`config.mk`:
```
export PLATFORM = sky130hd
export DESIGN_NAME = random_free_cell_picker
export DESIGN_NICKNAME = d
export VERILOG_FILES = /design/src/rtl/random_free_cell_picker.sv
export SDC_FILE = /design/constraint.sdc
export NUM_CORES = 1
export LEC_CHECK = 0
export CORE_MARGIN = 8
export CORE_UTILIZATION = 61
export DETAILED_ROUTE_END_ITERATION = 12
export GPL_ROUTABILITY_DRIVEN = 1
export HOLD_SLACK_MARGIN = 0.03
export PLACE_DENSITY = 0.82
export SLEW_MARGIN = 0
export SYNTH_ARGS = -nofsm -noshare
export SYNTH_HDL_FRONTEND = slang
export SYNTH_SLANG_ARGS = --single-unit
```
`constraint.sdc`:
```
create_clock -name clk -period 8.05 [get_ports clk]
set_input_delay 2.0125 -clock clk [delete_from_list [all_inputs] [get_ports clk]]
set_output_delay 2.0125 -clock clk [all_outputs]
set_load 0.01 [all_outputs]
```
`src/rtl/random_free_cell_picker.sv`:
```
`default_nettype none
// +----------------------------------------------------------------------------+
// | random_free_cell_picker                                                    |
// | Picks a pseudo-random empty cell of an N x N board (LFSR draws, then a     |
// | wrap-around scan). Optional macro: PICKER_CENTER_FIRST_EN (odd N only).    |
// | Revision: 1.0                                                              |
// +----------------------------------------------------------------------------+
module random_free_cell_picker #(
  parameter int          N         = 3,
  parameter int          MAX_TRIES = 4,
  parameter logic [15:0] SEED      = 16'hACE1,
  localparam int         CELLS     = N * N,
  localparam int         IW        = $clog2(N * N)
) (
  input  logic                 clk,
  input  logic                 rst,
  input  logic                 start,
  input  logic [2*CELLS-1:0]   board,
  output logic                 busy,
  output logic                 done,
  output logic [IW-1:0]        position,
  output logic                 none_free
);

  localparam logic [2:0] c_idle  = 3'd0;
  localparam logic [2:0] c_draw  = 3'd1;
  localparam logic [2:0] c_check = 3'd2;
  localparam logic [2:0] c_scan  = 3'd3;
  localparam logic [2:0] c_done  = 3'd4;

`ifdef PICKER_CENTER_FIRST_EN
  localparam bit c_center_en = ((N % 2) == 1);
`else
  localparam bit c_center_en = 1'b0;
`endif

  logic [2:0]         r_state;
  logic [2:0]         w_next;
  logic [15:0]        r_lfsr;
  logic [2*CELLS-1:0] r_snap;
  logic [IW-1:0]      r_cand;
  logic [IW-1:0]      r_pos;
  logic [3:0]         r_tries;
  logic               r_none;
  logic [CELLS-1:0]   w_free;
  logic               w_any_free;
  logic               w_cand_free;
  logic [15:0]        w_mod;
  logic [IW-1:0]      w_draw;
  logic [IW-1:0]      w_cand_inc;
  logic               w_feedback;

  for (genvar gi = 0; gi < CELLS; gi++) begin : g_free
    assign w_free[gi] = (r_snap[2*gi +: 2] == 2'b00);
  end

  assign w_any_free  = |w_free;
  assign w_cand_free = w_free[r_cand];
  assign w_mod       = r_lfsr % 16'(CELLS);
  // The very first draw of a pick (tries still zero) may be forced to the center.
  assign w_draw      = (c_center_en && (r_tries == 4'd0)) ? IW'(CELLS / 2) : IW'(w_mod);
  assign w_cand_inc  = (r_cand == IW'(CELLS - 1)) ? '0 : r_cand + IW'(1);
  assign w_feedback  = r_lfsr[0] ^ r_lfsr[2] ^ r_lfsr[3] ^ r_lfsr[5];

  // Free-running LFSR; never restarted by start, so successive picks differ.
  always_ff @(posedge clk) begin
    if (rst) r_lfsr <= SEED;
    else     r_lfsr <= {w_feedback, r_lfsr[15:1]};
  end

  always_ff @(posedge clk) begin
    if (rst) r_state <= c_idle;
    else     r_state <= w_next;
  end

  always_comb begin
    w_next = r_state;
    case (r_state)
      c_idle:  if (start) w_next = c_draw;
      c_draw:  w_next = w_any_free ? c_check : c_done;
      c_check: begin
        if (w_cand_free)                    w_next = c_done;
        else if (r_tries < 4'(MAX_TRIES))   w_next = c_draw;
        else                                w_next = c_scan;
      end
      c_scan:  if (w_cand_free) w_next = c_done;
      c_done:  w_next = c_idle;
      default: w_next = c_idle;
    endcase
  end

  always_comb begin
    busy = 1'b0;
    done = 1'b0;
    case (r_state)
      c_draw, c_check, c_scan: busy = 1'b1;
      c_done:                  done = 1'b1;
      default: ;
    endcase
  end

  always_ff @(posedge clk) begin
    if (rst) begin
      r_snap  <= '0;
      r_cand  <= '0;
      r_pos   <= '0;
      r_tries <= '0;
      r_none  <= 1'b0;
    end else begin
      case (r_state)
        c_idle: if (start) begin
          r_snap  <= board;
          r_tries <= '0;
          r_none  <= 1'b0;
        end
        c_draw: begin
          if (!w_any_free) begin
            r_none <= 1'b1;
            r_pos  <= '0;
          end else begin
            r_cand  <= w_draw;
            r_tries <= r_tries + 4'd1;
          end
        end
        c_check: begin
          if (w_cand_free)                      r_pos  <= r_cand;
          else if (r_tries >= 4'(MAX_TRIES))    r_cand <= w_cand_inc;
        end
        c_scan: begin
          if (w_cand_free) r_pos  <= r_cand;
          else             r_cand <= w_cand_inc;
        end
        default: ;
      endcase
    end
  end

  assign position  = r_pos;
  assign none_free = r_none;

endmodule
`default_nettype wire

```
Sequential cells grouped by signal name:
(4 px per um) Other sequential cells in the stronger gray, the rest of the logic in the fainter gray.
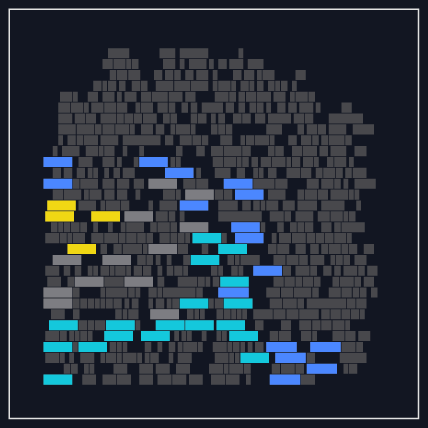
legend:
  `r_snap`:
    color: cyan
    placed_flops: 18
  `r_tries`:
    color: yellow
    placed_flops: 4
    where: left middle
  `r_lfsr`:
    color: blue
    placed_flops: 16

==> results_slide.txt <==
Key Metrics from the Run

Status
  • Status: complete, no violations

Final layout
  • Top flop regs: r_snap x18, r_lfsr x16
  • Fraction of area in registers: 20.5%
  • Largest Register: r_snap
  • Final Non-Filler Cells: 692
  • Fill count: 627
  • Non-clk bufs: 31
  • Register Area: 1010 sq um
  • Layout cells sized above 1: 13.2%
  • Max reg flops: 18
  • Area grow syn2layout: 9.06%
  • Final instance area: 4910 sq um
  • Combinational share of cell area: 67.4%
  • Non-clock inverter count: 17
  • Logic area: 3310 sq um
  • Largest class: multi-input combinational cells
  • Data buffer area share: 6.11%

Floorplanning
  • # Taps: 99
  • Die area: 10,400 sq um
  • Core area: 7210 sq um
  • # IOs: 28
  • Die width: 102 um

Yosys
  • Top-area cell share: 22.2%
  • Sequential area share after synthesis: 22.2%
  • Largest cells by area: dfxtp_1 22%, a21oi_1 5.7%, nand2_1 5.7%
  • Leading cell type by number of instances after synthesis: nand2_1
  • Largest area contributor in the netlist: dfxtp_1
  • Yosys Warn Count: 0
  • Synthesis-stage register bit count: 50
  • Mapped Cells: 591
  • Commonest flop: dfxtp_1
  • Post-synth top cells: 68 x nand2_1, 51 x a21oi_1, 50 x dfxtp_1
  • Floorplan Nets: 619
  • Post-synth area from yosys stat: 4500 sq um

STA
  • Final Hold Fails: 0
  • Total negative slack: 0 ns
  • Tcrit/Tclk final: 94.4%
  • Final setup viols: 0
  • Layout Skew: 0.00946 ns
  • Hold_ws: 0.456 ns
  • Worst slew pin tran: 0.829 ns
  • Final Slew Violations: 0
  • Final WS setup: 0.449 ns
  • Fmax: 132 MHz
  • Relative slew slack: 44.6%

Setup path
  • Critical Path AT: 7.80 ns
  • Crit path DRT: 8.25 ns
  • Worst setup EP type: register
  • Startpoint types: register
  • WP buf/inv: 1
  • Critical Path Max Stage Delay: 0.61 ns
  • Reg2reg end: r_cand[3]
  • CP max stage cell: or4_4
  • CP delay by family, top: simple AND/OR/NAND/NOR gates
  • Max FO, Critical Path: 17
  • Setup crit start: r_lfsr[11]
  • R2R Setup Slk: 0.45 ns

Placement
  • Final GP Congestion: 0.988
  • Placed inst area: 4760 sq um

Route
  • Met2 WL: 5740 um
  • WL final: 11,600 um
  • Routed wire length per instance: 16.8 um
  • Via count: 4,675
  • Drt drc: 0
  • Initial DRC count: 453

Flow run
  • Tally of OpenROAD warnings: 29
  • Max-cap viol count: 0

Clocking
  • Clock Root Buffer: clkbuf_8
  • Worst-path clk slew: 0.08 ns

GRT
  • Number of global-route vias before repair: 4,286
  • First-pass GRT wire length: 19,700 um
  • Pin count of the biggest net entering global routing: 46
  • Grt total ovfl: 0

Hold path
  • Worst hold stages: 2
  • Hold_sp: r_snap[13]

Power
  • NetSw: 874 uW
  • Int Pwr: 875 uW
  • Static Leakage: 0.00173 uW
Cell sizes after repair:
(4 px per um)
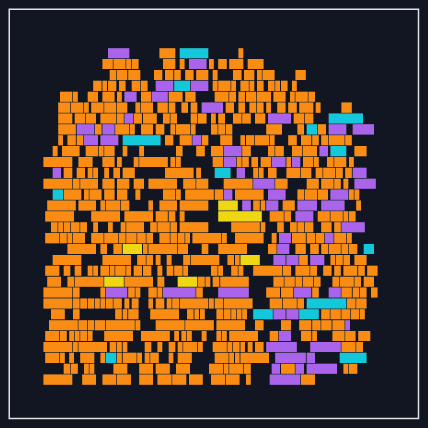
legend:
  _3 and _4 cells:
    color: cyan
    cells: 14
  _2 cells:
    color: purple
    cells: 58
  _6 and larger:
    color: yellow
    cells: 6
  _0 and _1 cells:
    color: orange
    cells: 515

==> kinds of logic after synthesis <==
logic type | share of synthesized area [%]
buf+inv | 5.33
compound gates | 35.1
mux | 1.94
fa+ha+maj | 2.17
simple gates | 30.5
xor+xnor | 2.72
flops | 22.2
==> power groups by stage <==
stage | combinational [uW] | clock (uW) | sequential, uW
after floorplan | 1010 | 0 | 294
after global placement | 1180 | 0 | 323
after detailed placement | 1200 | 0 | 325
after CTS | 1210 | 171 | 319
after global routing | 1370 | 183 | 327
final | 1260 | 168 | 322
==> metal layers <==
metal,up-vias,global-route usage [%]
li1,2249,-
met1,2172,29.2
met2,225,38.0
met3,29,3.41
met4,0,5.76
met5,-,0
Power and IR drop assume default switching activity.
